$ cat src/rtl/kaipokrandt_mem_arbiter.sv
// Arbitrates the single memory port between instruction fetch (IF) and load/store (LS).
// Sequences ADDR -> ACCESS (wait MFC, watchdog) -> DONE -> IDLE; tie-break alternates.
module kaipokrandt_mem_arbiter #(
  parameter int TIMEOUT = 16
) (
  input  logic clk,
  input  logic reset,
  input  logic req_if,
  input  logic req_ls,
  input  logic ls_rw,
  input  logic MFC,
  output logic mar_sel,
  output logic mar_load,
  output logic mem_en,
  output logic mem_rw,
  output logic gnt_if,
  output logic gnt_ls,
  output logic done_if,
  output logic done_ls,
  output logic timeout,
  output logic busy
);

  typedef enum logic [1:0] {S_IDLE, S_ADDR, S_ACCESS, S_DONE} state_t;

  localparam int CW = (TIMEOUT > 0) ? $clog2(TIMEOUT + 1) : 1;
  localparam logic [CW-1:0] CNT_LAST = CW'((TIMEOUT > 0) ? TIMEOUT - 1 : 0);

  state_t        state, state_n;
  logic          owner, owner_n;     // 0 = IF, 1 = LS
  logic          rw_q, rw_n;
  logic          last_ls, last_ls_n;
  logic [CW-1:0] cnt, cnt_n;
  logic          to_q, to_n;

  always_ff @(posedge clk or negedge reset) begin
    if (!reset) begin
      state   <= S_IDLE;
      owner   <= 1'b0;
      rw_q    <= 1'b1;
      last_ls <= 1'b1;
      cnt     <= '0;
      to_q    <= 1'b0;
    end else begin
      state   <= state_n;
      owner   <= owner_n;
      rw_q    <= rw_n;
      last_ls <= last_ls_n;
      cnt     <= cnt_n;
      to_q    <= to_n;
    end
  end

  always_comb begin
    state_n   = state;
    owner_n   = owner;
    rw_n      = rw_q;
    last_ls_n = last_ls;
    cnt_n     = cnt;
    to_n      = to_q;
    case (state)
      S_IDLE: begin
        if (req_if || req_ls) begin
          // On a tie, LS wins only if IF was served last.
          owner_n = (req_if && req_ls) ? ~last_ls : req_ls;
          rw_n    = owner_n ? ls_rw : 1'b1;
          cnt_n   = '0;
          to_n    = 1'b0;
          state_n = S_ADDR;
        end
      end
      S_ADDR:   state_n = S_ACCESS;
      S_ACCESS: begin
        if (MFC) begin
          state_n = S_DONE;
        end else if (TIMEOUT != 0 && cnt == CNT_LAST) begin
          to_n    = 1'b1;
          state_n = S_DONE;
        end else if (cnt != {CW{1'b1}}) begin
          cnt_n = cnt + CW'(1);
        end
      end
      S_DONE: begin
        last_ls_n = owner;
        state_n   = S_IDLE;
      end
      default:  state_n = S_IDLE;
    endcase
  end

  always_comb begin
    busy     = (state == S_ADDR) || (state == S_ACCESS);
    gnt_if   = (state != S_IDLE) && !owner;
    gnt_ls   = (state != S_IDLE) && owner;
    mar_load = (state == S_ADDR);
    mar_sel  = (state == S_ADDR) && owner;
    mem_en   = (state == S_ACCESS);
    mem_rw   = (state == S_ACCESS) && rw_q;
    done_if  = (state == S_DONE) && !owner;
    done_ls  = (state == S_DONE) && owner;
    timeout  = (state == S_DONE) && to_q;
  end

endmodule

$ cat config.mk
export PLATFORM = sky130hd
export DESIGN_NAME = kaipokrandt_mem_arbiter
export DESIGN_NICKNAME = d
export VERILOG_FILES = /design/src/rtl/kaipokrandt_mem_arbiter.sv
export SDC_FILE = /design/constraint.sdc
export NUM_CORES = 1
export LEC_CHECK = 0
export ABC_AREA = 0
export CAP_MARGIN = 10
export CORE_ASPECT_RATIO = 0.75
export CORE_UTILIZATION = 30
export DETAILED_ROUTE_END_ITERATION = 10
export GPL_TIMING_DRIVEN = 0
export SYNTH_ARGS = -nofsm -noshare
export SYNTH_HDL_FRONTEND = slang
export SYNTH_SLANG_ARGS = --single-unit
$ cat constraint.sdc
create_clock -name clk -period 2.35 [get_ports clk]
set_input_delay 0.705 -clock clk [delete_from_list [all_inputs] [get_ports clk]]
set_output_delay 0.705 -clock clk [all_outputs]
set_load 0.02 [all_outputs]
Figure 1. Routed metal, one color a layer.
Only two layers are drawn.
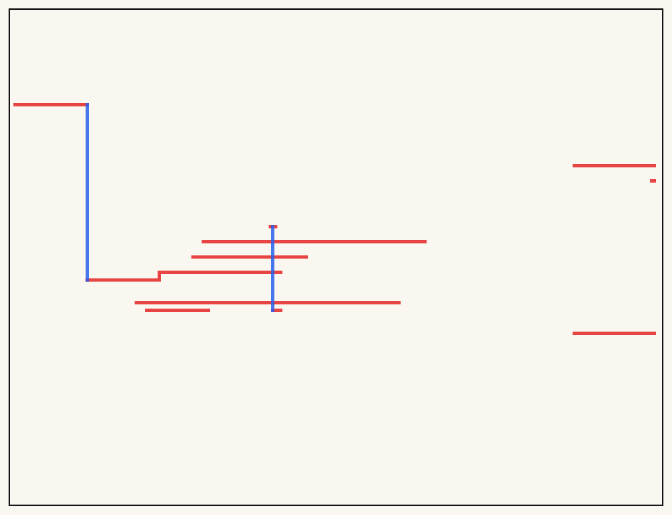
[blue] met4 | wire length: 23.1 um
[red] met3 | wire length: 98.7 um

Figure 2. Signal wires on met3.
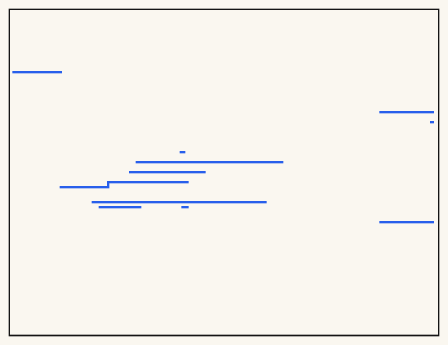
main direction: horizontal
nets with wire on the layer: 9
share of all routed wire: 6.2%
wire length on this layer: 98.7 um
via count: 613
met3 Use GR: 6.140%
Final Routed Wirelength: 1587 um

==> reports/results.ini <==
[outcome]
status=finished, final reports clean

[clock_network]
post_cts_buffers=0
cts_resized=7

[placement]
placed_cell_area_um2=900.9

[floorplanning]
core_um2=2120
nWellTaps=32

[job]
drv_cap=0

[global_routing]
grt_pass1_wl_um=2504
grt-busiest-layer=met2

[pwr]
pg_comb_uw=714
finalPower_uw=1196

[finish]
post-route-cell-area_um2=952.2
logic_gate_count=53

[final_timing]
hold_ws_ns=0.4621
fin_crit_sh_pct=97.14
tightest_slew_ns=0.5415
fmax_mhz=438.1

[drt]
remaining_drc_errors=0
wl_met2_um=708
viasPerCell=4.789
wl_met1_um=757

[synth]
top_cell_area_share_pct=31.69
synthSimpleGateAreaFrac_pct=22.01
largest_area_cell=dfrtp_1
ys_sh_mux_pct=4.577
yosys_warnings=0

Figure 3. Port wiring.
The bar under the picture is 20 um long.
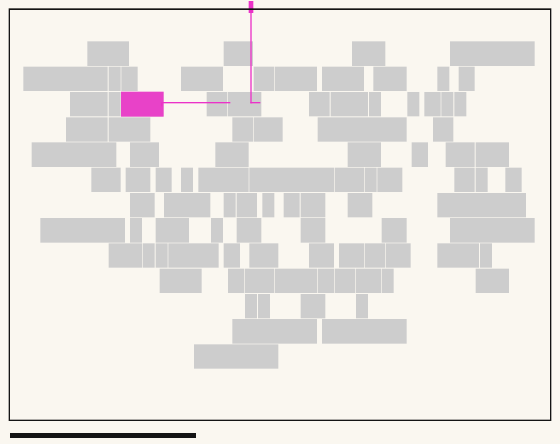
[magenta] mar_load | bits: 1 | direction: output | end cells: 1 | wire: 18.3 um

